**config.mk**
```make
export PLATFORM = sky130hd
export DESIGN_NAME = mem_arbiter
export DESIGN_NICKNAME = d
export VERILOG_FILES = /design/src/rtl/mem_arb_pkg.sv /design/src/rtl/mem_arbiter_rr_pick2.sv /design/src/rtl/mem_arbiter.sv
export SDC_FILE = /design/constraint.sdc
export NUM_CORES = 1
export LEC_CHECK = 0
export CORE_AREA = 2 2 104 106
export DETAILED_ROUTE_END_ITERATION = 16
export DIE_AREA = 0 0 106 108
export DONT_BUFFER_PORTS = 1
export PLACE_DENSITY = 0.32
export SYNTH_ARGS = -nofsm -noshare
export SYNTH_HDL_FRONTEND = slang
export SYNTH_HIERARCHICAL = 1
export SYNTH_SLANG_ARGS = --single-unit
```
**constraint.sdc**
```tcl
create_clock -name clock -period 4.65 [get_ports clock]
set_input_delay 1.1625 -clock clock [delete_from_list [all_inputs] [get_ports clock]]
set_output_delay 1.1625 -clock clock [all_outputs]
set_load 0.01 [all_outputs]
```
**src/rtl/mem_arb_pkg.sv**
```systemverilog
// Shared types for the single-port memory arbiter: requester IDs and FSM state.
package mem_arb_pkg;

    typedef enum logic [1:0] {
        REQ_H    = 2'd0,
        REQ_D    = 2'd1,
        REQ_I    = 2'd2,
        REQ_NONE = 2'd3
    } req_id_t;

    typedef enum logic {
        ST_OPEN   = 1'b0,
        ST_LOCKED = 1'b1
    } arb_state_t;

endpackage

```
**src/rtl/mem_arbiter_rr_pick2.sv**
```systemverilog
// Combinational two-way round-robin picker between D and I; the parent registers rr_next.
module rr_pick2
    import mem_arb_pkg::*;
(
    input  logic    d_req,
    input  logic    i_req,
    input  req_id_t rr_last,
    output req_id_t pick,
    output req_id_t rr_next
);

    always_comb begin
        pick = REQ_NONE;
        if (d_req && i_req) begin
            pick = (rr_last == REQ_D) ? REQ_I : REQ_D;
        end else if (d_req) begin
            pick = REQ_D;
        end else if (i_req) begin
            pick = REQ_I;
        end
        rr_next = (pick == REQ_NONE) ? rr_last : pick;
    end

endmodule

```
**src/rtl/mem_arbiter.sv**
```systemverilog
// Shares one synchronous word RAM among host loader (H), CPU data (D) and CPU fetch (I).
// H has priority and may lock the memory; a starvation counter bounds D/I lockout.
module mem_arbiter
    import mem_arb_pkg::*;
#(
    parameter int ADDR_W       = 7,
    parameter int DATA_W       = 32,
    parameter int STARVE_LIMIT = 8
) (
    input  logic              clock,
    input  logic              reset_n,

    input  logic              h_req,
    input  logic              h_we,
    input  logic [ADDR_W-1:0] h_addr,
    input  logic [DATA_W-1:0] h_wdata,
    input  logic              h_lock,
    output logic              h_gnt,
    output logic              h_rvalid,
    output logic [DATA_W-1:0] h_rdata,

    input  logic              d_req,
    input  logic              d_we,
    input  logic [ADDR_W-1:0] d_addr,
    input  logic [DATA_W-1:0] d_wdata,
    output logic              d_gnt,
    output logic              d_rvalid,
    output logic [DATA_W-1:0] d_rdata,

    input  logic              i_req,
    input  logic [ADDR_W-1:0] i_addr,
    output logic              i_gnt,
    output logic              i_rvalid,
    output logic [DATA_W-1:0] i_rdata,

    output logic              mem_en,
    output logic              mem_we,
    output logic [ADDR_W-1:0] mem_addr,
    output logic [DATA_W-1:0] mem_wdata,
    input  logic [DATA_W-1:0] mem_rdata,

    output arb_state_t        dbg_state
);

    localparam int CNT_W = $clog2(STARVE_LIMIT + 1);
    localparam logic [CNT_W-1:0] CNT_MAX = CNT_W'(STARVE_LIMIT);

    arb_state_t       state_q, state_d;
    logic [CNT_W-1:0] wait_cnt_q, wait_cnt_d;
    req_id_t          rr_last_q, rr_last_d;
    logic             rsp_valid_q, rsp_valid_d;
    req_id_t          rsp_owner_q, rsp_owner_d;

    req_id_t          di_pick;
    req_id_t          rr_next;
    req_id_t          winner;
    logic             di_pend;
    logic             starve;
    logic             di_gnt;

    rr_pick2 u_rr_pick2 (
        .d_req   (d_req),
        .i_req   (i_req),
        .rr_last (rr_last_q),
        .pick    (di_pick),
        .rr_next (rr_next)
    );

    // Starvation beats H in both states; otherwise H wins, and D/I only get OPEN cycles.
    always_comb begin
        di_pend = d_req || i_req;
        starve  = (wait_cnt_q == CNT_MAX) && di_pend;
        winner  = REQ_NONE;
        if (!reset_n) begin
            winner = REQ_NONE;
        end else if (starve) begin
            winner = di_pick;
        end else if (h_req) begin
            winner = REQ_H;
        end else if (state_q == ST_OPEN) begin
            winner = di_pick;
        end
    end

    assign h_gnt  = (winner == REQ_H);
    assign d_gnt  = (winner == REQ_D);
    assign i_gnt  = (winner == REQ_I);
    assign di_gnt = d_gnt || i_gnt;

    always_comb begin
        mem_en    = 1'b0;
        mem_we    = 1'b0;
        mem_addr  = '0;
        mem_wdata = '0;
        case (winner)
            REQ_H: begin
                mem_en    = 1'b1;
                mem_we    = h_we;
                mem_addr  = h_addr;
                mem_wdata = h_wdata;
            end
            REQ_D: begin
                mem_en    = 1'b1;
                mem_we    = d_we;
                mem_addr  = d_addr;
                mem_wdata = d_wdata;
            end
            REQ_I: begin
                mem_en    = 1'b1;
                mem_addr  = i_addr;
            end
            default: ;
        endcase
    end

    always_comb begin
        state_d = state_q;
        case (state_q)
            ST_OPEN:   if (h_gnt && h_lock) state_d = ST_LOCKED;
            ST_LOCKED: if (!h_lock)         state_d = ST_OPEN;
            default:                        state_d = ST_OPEN;
        endcase

        if (di_gnt || !di_pend) begin
            wait_cnt_d = '0;
        end else if (wait_cnt_q != CNT_MAX) begin
            wait_cnt_d = wait_cnt_q + 1'b1;
        end else begin
            wait_cnt_d = wait_cnt_q;
        end

        rr_last_d   = di_gnt ? rr_next : rr_last_q;
        rsp_valid_d = mem_en && !mem_we;
        rsp_owner_d = winner;
    end

    always_ff @(posedge clock or negedge reset_n) begin
        if (!reset_n) begin
            state_q     <= ST_OPEN;
            wait_cnt_q  <= '0;
            rr_last_q   <= REQ_D;
            rsp_valid_q <= 1'b0;
            rsp_owner_q <= REQ_NONE;
        end else begin
            state_q     <= state_d;
            wait_cnt_q  <= wait_cnt_d;
            rr_last_q   <= rr_last_d;
            rsp_valid_q <= rsp_valid_d;
            rsp_owner_q <= rsp_owner_d;
        end
    end

    assign h_rvalid  = rsp_valid_q && (rsp_owner_q == REQ_H);
    assign d_rvalid  = rsp_valid_q && (rsp_owner_q == REQ_D);
    assign i_rvalid  = rsp_valid_q && (rsp_owner_q == REQ_I);

    // Read data is zeroed outside its valid pulse so idle outputs stay quiet.
    assign h_rdata   = h_rvalid ? mem_rdata : '0;
    assign d_rdata   = d_rvalid ? mem_rdata : '0;
    assign i_rdata   = i_rvalid ? mem_rdata : '0;

    assign dbg_state = state_q;

endmodule

```
==> results.ini <==
[power_and_ir_drop]
pwr-share-clk = 0.191
power_frac_comb = 0.565
power-top-group = combinational cells
cellPowerDensity_nw_per_um2 = 289.8
internal_power_mw = 0.3073
switchingPower_mw = 0.2472
p_leak_nw = 0.8220
seq_power_share = 0.244
netSwitchingFraction = 0.4458
peakVddDrop_v = 0.00008560
power_combinational_mw = 0.313
p_total_mw = 0.5544
pg_clk_mw = 0.106

[die]
chip_area_sq_um = 11450
core_area_sq_um = 10230
die_x_um = 106
tap_cells = 136
fp.dieH_um = 108
fp-utilization = 0.1710
rows = 37

[clocking]
cts_root_buf = clkbuf_8
cts_max_level = 1
cts_tree = built
post-cts-setup-buffer-count = 0
clk-insertion-delay-late_ns = 0.23
hold_buffers = 0
clkTransAtPathRegs_ns = 0.05
clock_path_buffers = 2
clock_sinks = 10
numCtsBuffers = 3
cts.repair.resized = 0

[job]
warning_count = 32
drv_cap = 0

[final_timing]
slew_violations = 0
grt_setup_unrepaired = false
fmax_ghz = 0.2247
setup_viol = 0
slew_headroom = 0.3125
finalClockSkew_ns = 0.001977
worst_hold_slack_ns = 0.5772
tightest_slew_ns = 1.030
finalCritPeriodShare = 0.9572
setup_slack_ns = 0.1991
report.final.hold_viol_count = 0
fin_crit_ns = 4.451
final.setup.tns_ns = 0

[synthesis]
synth.top_cell.area_share = 0.3433
synth.avg_cell_area_sq_um = 7.844
ys_area_sq_um = 1749
yosys_warnings = 6
ys_sh_mux = 0.01860
postSynthCellCount = 223
synth-edff-count = 0
ys_cells = 223
synthXorXnorAreaFrac = 0.01502
ys.flops = 10
ys_async_sr_fraction = 1.000
ys_seq_frac = 0.1452
logic_family = simple AND/OR/NAND/NOR gates
syn_area_sq_um = 1749
synth_nets = 356
flop_cell = dfrtp_1
top_cells_by_area = and2_1, a22o_1, dfrtp_1
yosys.area.top_type = and2_1
aoi_share = 0.2396
synth_cell_types = 32
synthSimpleGateAreaFrac = 0.4557
ys_sh_adder = 0.05722

[detailed_routing]
highest_layer = met4
drt-pass1-iter-count = 4
antenna_left = 0
met3_length_um = 557
drt_iter0_drc = 73
route.met2.wl_um = 3214
met1_length_um = 2320
drc = 0
vias_per_cell = 5.014

[place]
dpl_cell_area_sq_um = 1858
placed_cells = 344
dpl.hpwl_um = 5459
gp_congestion = 0.7559
dp_slack_ns = 0.1771

[critical_path]
start_kind = primary input
slowest_stage = ha_1
arrival_ns = 3.29
r2r_slack_ns = 1.84
required_ns = 3.49
reg2reg_from = wait_cnt_q[0]$_DFFE_PN0P_
setup.worst_path.end_class = output pin
r2r_cells = 10
cp-startpoint = d_req
cp_cell_sequence = inv_1 -> o21ai_0 -> nor4_1 -> nor3_1 -> ha_1 -> o21a_1 -> buf_4 -> a22o_1
max_stage_delay_ns = 0.48
crit_type = primary input to output pin
crit_end = mem_we
r2r_end = rsp_valid_q$_DFF_PN0_
crit_fanout = 22

[status]
status = finished, final reports clean

[finish]
signal_buffers = 4
dominant-cell-class = combinational gates
drive_gt1_frac = 0.07547
layout.nets = 346
layout.area.comb_sq_um = 1381
clkCellAreaFrac = 0.02878
regMostFlops = wait_cnt_q
reg_top3 = wait_cnt_q: 4 flops, rr_last_q: 2 flops, rsp_owner_q: 2 flops
logic_gate_count = 188
n_all_inverters = 6
final-nonclk-buf-share = 0.01570
area_delta_synth_final_pct = 9.370
final_area_sq_um = 1913
lay_top_cells = and2_1, a22o_1, nor2_1
nFillCells = 1132
clkbuf_count = 4
largest_reg_flops = 4
ff_count = 10
antenna_cells = 0

[hold_path]
whs_path_depth = 1
worstHoldStart = rr_last_q[1]$_DFFE_PN0P_
hold-path-endpoint = rr_last_q[1]$_DFFE_PN0P_
hold_path_class = flip-flop to flip-flop

[grt]
top_usage_layer = met2
grt_overflow = 0
grt_max_degree = 34
grt_pass1_wl_um = 8052
grt_pass1_vias = 1546
antenna_found_initial = 0
use_met1 = 0.1034

-- worst max-delay path: cells and delay by family --
family	cells	cell delay, ns
AOI/OAI and AO/OA	3	0.76
adders and majority gates	1	0.48
buffers and inverters	2	0.28
and+or+nand+nor	2	0.59
-- cell families after synthesis --
group | count (synthesis)
flip-flops | 10
XOR/XNOR | 3
AND/OR/NAND/NOR | 126
adder cells (fa/ha/maj) | 8
multiplexers | 3
AND-OR/OR-AND | 48
buffers and inverters | 25
-- synth_stat cells (all sizes together), types with 2 or more instances --
library cell and n:
nor2b 2, nor2 12, o21a 2, and3b 2
a22o 33, clkbuf 3, buf 16, xnor2 2
nor3b 2, or3 2, dfstp 3, ha 8
nor3 3, inv 6, o32ai 2, and2 96
nor4 2, mux2 2, a222oi 7, dfrtp 7
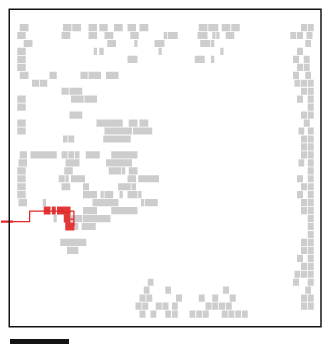
port_trees.png
Bar = 20 um.
red -> `i_req`  # bits 1, direction input, edge left, end cells 6, wire 33.1 um
Buffers on Ports: 0
I/O pins: 269

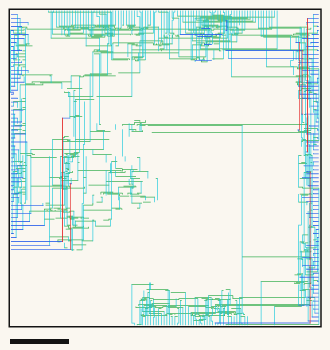
layers.png
Bar = 20 um.
green -> M1  # wire length 2,320 um
blue -> M3  # wire length 558 um
cyan -> M2  # wire length 3,210 um
red -> M4  # wire length 214 um
GRT Total Usage: 0.08965
Post-Route WL: 6306 um
via count: 1,745

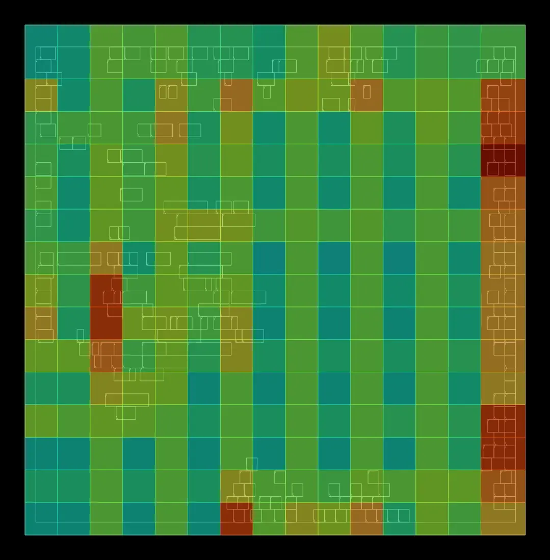
congestion_map.png
met2 Use GR: 0.1599
final core occ: 0.1870
DR WL/cell: 18.12 um
met3 usage: 0.01627

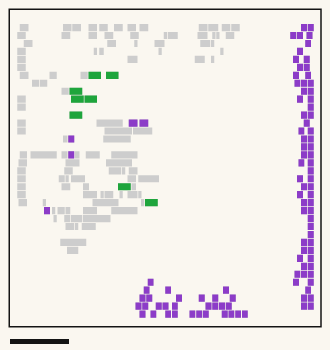
gates.png
Bar = 20 um.
green -> fa/ha/maj cells  # cells 8, most used ha_1
purple -> and/or cells  # cells 101, most used and2_1
Comb/total area: 0.7220
Finished Layout Cells: 348
most used logic cell in the final layout: and2_1

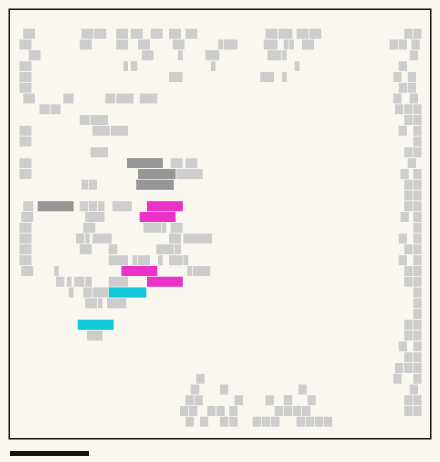
ff_map.png
Bar = 20 um. Other sequential cells in the stronger gray, the rest of the logic in the fainter gray.
cyan -> `rr_last_q`  # placed flops 2
magenta -> `wait_cnt_q`  # placed flops 4
sequential group power: 0.135 mW
Seq/total area: 0.1328
Flop area: 254.0 sq um

Power and IR drop assume default switching activity.
